==> src/rtl/pipeline_ctrl_pkg.sv <==
// Shared types and constants for the pipeline stall/flush/debug-halt controller.
// The STEP state exists only when DEBUG_STEP_EN is defined.
package pipeline_ctrl_pkg;

   `ifdef DEBUG_STEP_EN
   typedef enum logic [1:0] {
      ST_RUN    = 2'd0,
      ST_DRAIN  = 2'd1,
      ST_HALTED = 2'd2,
      ST_STEP   = 2'd3
   } state_t;
   `else
   typedef enum logic [1:0] {
      ST_RUN    = 2'd0,
      ST_DRAIN  = 2'd1,
      ST_HALTED = 2'd2
   } state_t;
   `endif

   // Bit positions of each pipeline register inside stall/flush
   localparam int IDX_IF_ID  = 0;
   localparam int IDX_ID_EX  = 1;
   localparam int IDX_EX_MEM = 2;
   localparam int IDX_MEM_WB = 3;

   localparam int NUM_STAGES = 4;
   localparam logic [NUM_STAGES-1:0] STAGE_ALL = 4'b1111;

   localparam int DEFAULT_DRAIN_CYCLES = 4;

endpackage

==> src/rtl/pipeline_ctrl_hazard_mux.sv <==
// Combinational hazard priority: mem_busy freezes everything, a taken branch
// squashes IF/ID and ID/EX, a load-use hazard holds IF/ID and bubbles ID/EX.
module hazard_mux
   import pipeline_ctrl_pkg::*;
(
   input  logic                  mem_busy,
   input  logic                  branch_taken,
   input  logic                  load_use_hazard,
   output logic                  pc_stall,
   output logic [NUM_STAGES-1:0] stall,
   output logic [NUM_STAGES-1:0] flush
);

   always_comb begin
      pc_stall = 1'b0;
      stall    = '0;
      flush    = '0;
      if (mem_busy) begin
         pc_stall = 1'b1;
         stall    = STAGE_ALL;
      end else if (branch_taken) begin
         // The redirect owns the PC this cycle, so pc_stall stays low
         flush[IDX_IF_ID] = 1'b1;
         flush[IDX_ID_EX] = 1'b1;
      end else if (load_use_hazard) begin
         pc_stall         = 1'b1;
         stall[IDX_IF_ID] = 1'b1;
         flush[IDX_ID_EX] = 1'b1;
      end
   end

endmodule

==> src/rtl/pipeline_ctrl.sv <==
// Pipeline stall/flush controller with debug halt (RUN/DRAIN/HALTED FSM).
// Define DEBUG_STEP_EN to add single-step through the STEP state.
module pipeline_ctrl
   import pipeline_ctrl_pkg::*;
#(
   parameter int DRAIN_CYCLES = DEFAULT_DRAIN_CYCLES
)
(
   input  logic       clk,
   input  logic       reset,
   input  logic       mem_busy,
   input  logic       load_use_hazard,
   input  logic       branch_taken,
   input  logic       halt_req,
   input  logic       resume_req,
   input  logic       step_req,
   output logic       pc_stall,
   output logic [3:0] stall,
   output logic [3:0] flush,
   output logic       halted,
   output logic       resume_ack
);

   localparam logic [2:0] CNT_LAST = 3'(DRAIN_CYCLES - 1);

   state_t     state;
   state_t     state_nxt;
   logic [2:0] cnt;
   logic [2:0] cnt_nxt;

   logic       hz_pc_stall;
   logic [3:0] hz_stall;
   logic [3:0] hz_flush;

   `ifndef DEBUG_STEP_EN
   logic unused_step;
   assign unused_step = step_req;
   `endif

   hazard_mux u_hazard_mux (
      .mem_busy        (mem_busy),
      .branch_taken    (branch_taken),
      .load_use_hazard (load_use_hazard),
      .pc_stall        (hz_pc_stall),
      .stall           (hz_stall),
      .flush           (hz_flush)
   );

   always_comb begin
      state_nxt = state;
      cnt_nxt   = cnt;
      pc_stall  = 1'b0;
      stall     = '0;
      flush     = '0;

      case (state)
         ST_RUN: begin
            pc_stall = hz_pc_stall;
            stall    = hz_stall;
            flush    = hz_flush;
            if (halt_req && !mem_busy) begin
               state_nxt = ST_DRAIN;
               cnt_nxt   = '0;
            end
         end

         ST_DRAIN: begin
            if (mem_busy) begin
               pc_stall = hz_pc_stall;
               stall    = hz_stall;
               flush    = hz_flush;
            end else begin
               // Stop fetching and keep bubbling IF/ID while older work retires
               pc_stall         = 1'b1;
               stall            = hz_stall;
               stall[IDX_IF_ID] = 1'b0;
               flush            = hz_flush;
               flush[IDX_IF_ID] = 1'b1;
               if (!load_use_hazard) begin
                  cnt_nxt = cnt + 3'd1;
                  if (cnt == CNT_LAST) begin
                     state_nxt = ST_HALTED;
                  end
               end
            end
         end

         ST_HALTED: begin
            pc_stall = 1'b1;
            stall    = STAGE_ALL;
            if (resume_req) begin
               state_nxt = ST_RUN;
            end
            `ifdef DEBUG_STEP_EN
            else if (step_req) begin
               state_nxt = ST_STEP;
            end
            `endif
         end

         `ifdef DEBUG_STEP_EN
         ST_STEP: begin
            // One instruction is released; a memory wait stretches the step
            pc_stall = hz_pc_stall;
            stall    = hz_stall;
            flush    = hz_flush;
            if (!mem_busy) begin
               state_nxt = ST_DRAIN;
               cnt_nxt   = '0;
            end
         end
         `endif

         default: begin
            state_nxt = ST_RUN;
            cnt_nxt   = '0;
         end
      endcase

      if (reset) begin
         pc_stall = 1'b0;
         stall    = '0;
         flush    = '0;
      end
   end

   always_ff @(posedge clk or posedge reset) begin
      if (reset) begin
         state      <= ST_RUN;
         cnt        <= '0;
         halted     <= 1'b0;
         resume_ack <= 1'b0;
      end else begin
         state      <= state_nxt;
         cnt        <= cnt_nxt;
         halted     <= (state_nxt == ST_HALTED);
         resume_ack <= (state == ST_HALTED) && (state_nxt == ST_RUN);
      end
   end

endmodule

==> config.mk <==
export PLATFORM = sky130hd
export DESIGN_NAME = pipeline_ctrl
export DESIGN_NICKNAME = d
export VERILOG_FILES = /design/src/rtl/pipeline_ctrl_pkg.sv /design/src/rtl/pipeline_ctrl_hazard_mux.sv /design/src/rtl/pipeline_ctrl.sv
export SDC_FILE = /design/constraint.sdc
export NUM_CORES = 1
export LEC_CHECK = 0
export CELL_PAD_IN_SITES_DETAIL_PLACEMENT = 1
export CELL_PAD_IN_SITES_GLOBAL_PLACEMENT = 1
export CORE_AREA = 2 2 39 41
export CTS_BUF_LIST = sky130_fd_sc_hd__clkbuf_2
export DETAILED_ROUTE_END_ITERATION = 6
export DIE_AREA = 0 0 41 43
export DONT_BUFFER_PORTS = 1
export GPL_TIMING_DRIVEN = 0
export MAX_ROUTING_LAYER = met4
export PLACE_DENSITY = 0.71
export SLEW_MARGIN = 20
export SYNTH_ARGS = -nofsm -noshare
export SYNTH_HDL_FRONTEND = slang
export SYNTH_SLANG_ARGS = --single-unit
export TNS_END_PERCENT = 30
==> constraint.sdc <==
create_clock -name clk -period 2.1 [get_ports clk]
set_clock_uncertainty 0.05 [all_clocks]
set_input_delay 0.42 -clock clk [delete_from_list [all_inputs] [get_ports clk]]
set_output_delay 0.42 -clock clk [all_outputs]
set_load 0.05 [all_outputs]
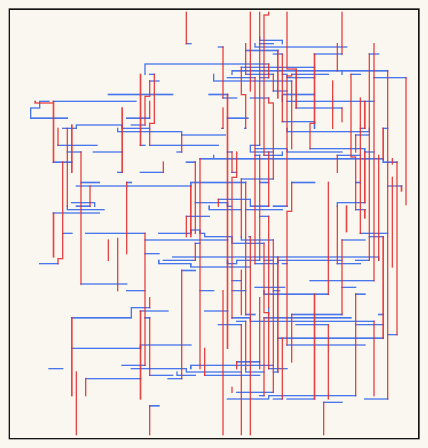
(images/wires.png)
Two of the layers only.
[red] metal 2 | wire length: 823 µm
[blue] metal 1 | wire length: 592 µm

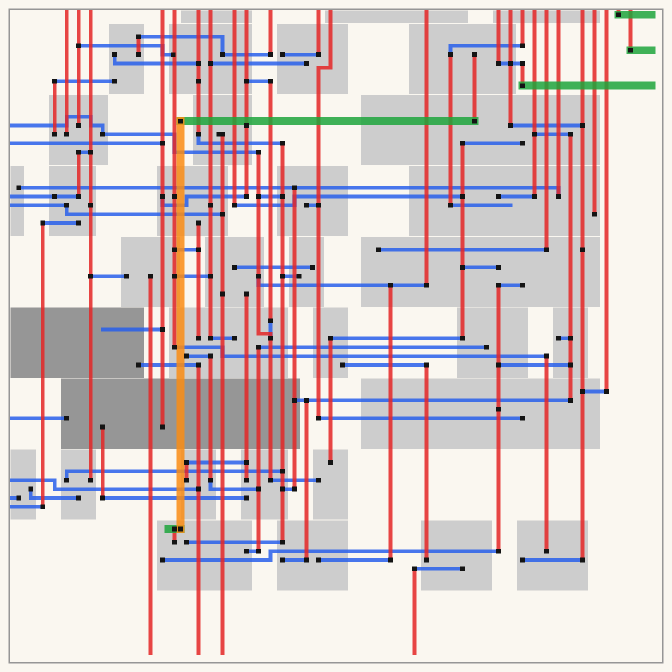
(images/detail.png)
Region (16, 0) to (41, 25) µm. Cells in gray, sequential cells in the stronger gray; small squares are vias.
[orange] metal 4
[green] metal 3
[red] metal 2
[blue] metal 1
most frequent: buf_4 (6), ha_4 (3)
netlist names of flops here include: resume_ack (1), state (1)
sequential cells in the window: 2
cells with their middle in the window: 31

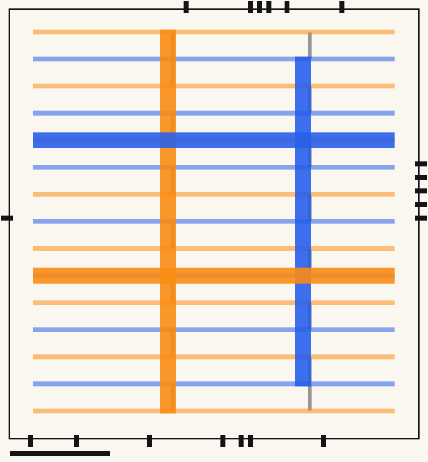
(images/power_grid.png)
The bar under the picture is 10 µm long. Pins as bars on the die edge. Tap cells in gray.
[orange] VSS
[blue] VDD
met4 straps: 2
met5 straps: 2
VDD IR max: 540.5 µV
Die Width: 41 µm
core area: 0.001384 mm²
Die Y: 43 µm

==> run summary <==
run metrics: outcome finished with violations, global-route wire length before repair 2.221 mm, WL met1 592 µm, die area 0.001763 mm², final design utilization 55.52%, GR Util All Layers 19.44%, H-Tree Depth 1, Std-Cell Rows 14, total sequential power 194 µW, Vias 478, R2R setup slack 0.34 ns, yosys stat area 543.0 µm², failing checks setup timing, Comb area share 53.09%, FFs & Latches 7, # Taps 16, clock-pin slew on the worst setup and hold paths 0.07 ns, CP bufs+invs 1, Mux area share 3.687%, Clock Path Buffers 2, NetSw 390.2 µW, met1 usage 18.60%, Endpoint, Worst Hold state[0], crit path setup slack, layout -0.02200 ns, top post-synthesis cells by area dfrtp_1 32%, ha_1 14%, buf_4 5.5%, #MultiIn Comb 43, Comb gate area 407.9 µm², post-synthesis sequential area ratio 32.26%, DP HPWL 951.2 µm, n_diodes 0, crit path from state[0], power in the clock group 97.0 µW, fraction of area in non-clock buffers 15.47%, Total Power 828.0 µW, Vias/cell 5.253, DR WL met3 35 µm, clock buffer count 4, final setup vio count 2
Power figures rest on the tool's default switching activity, not on a simulated workload.
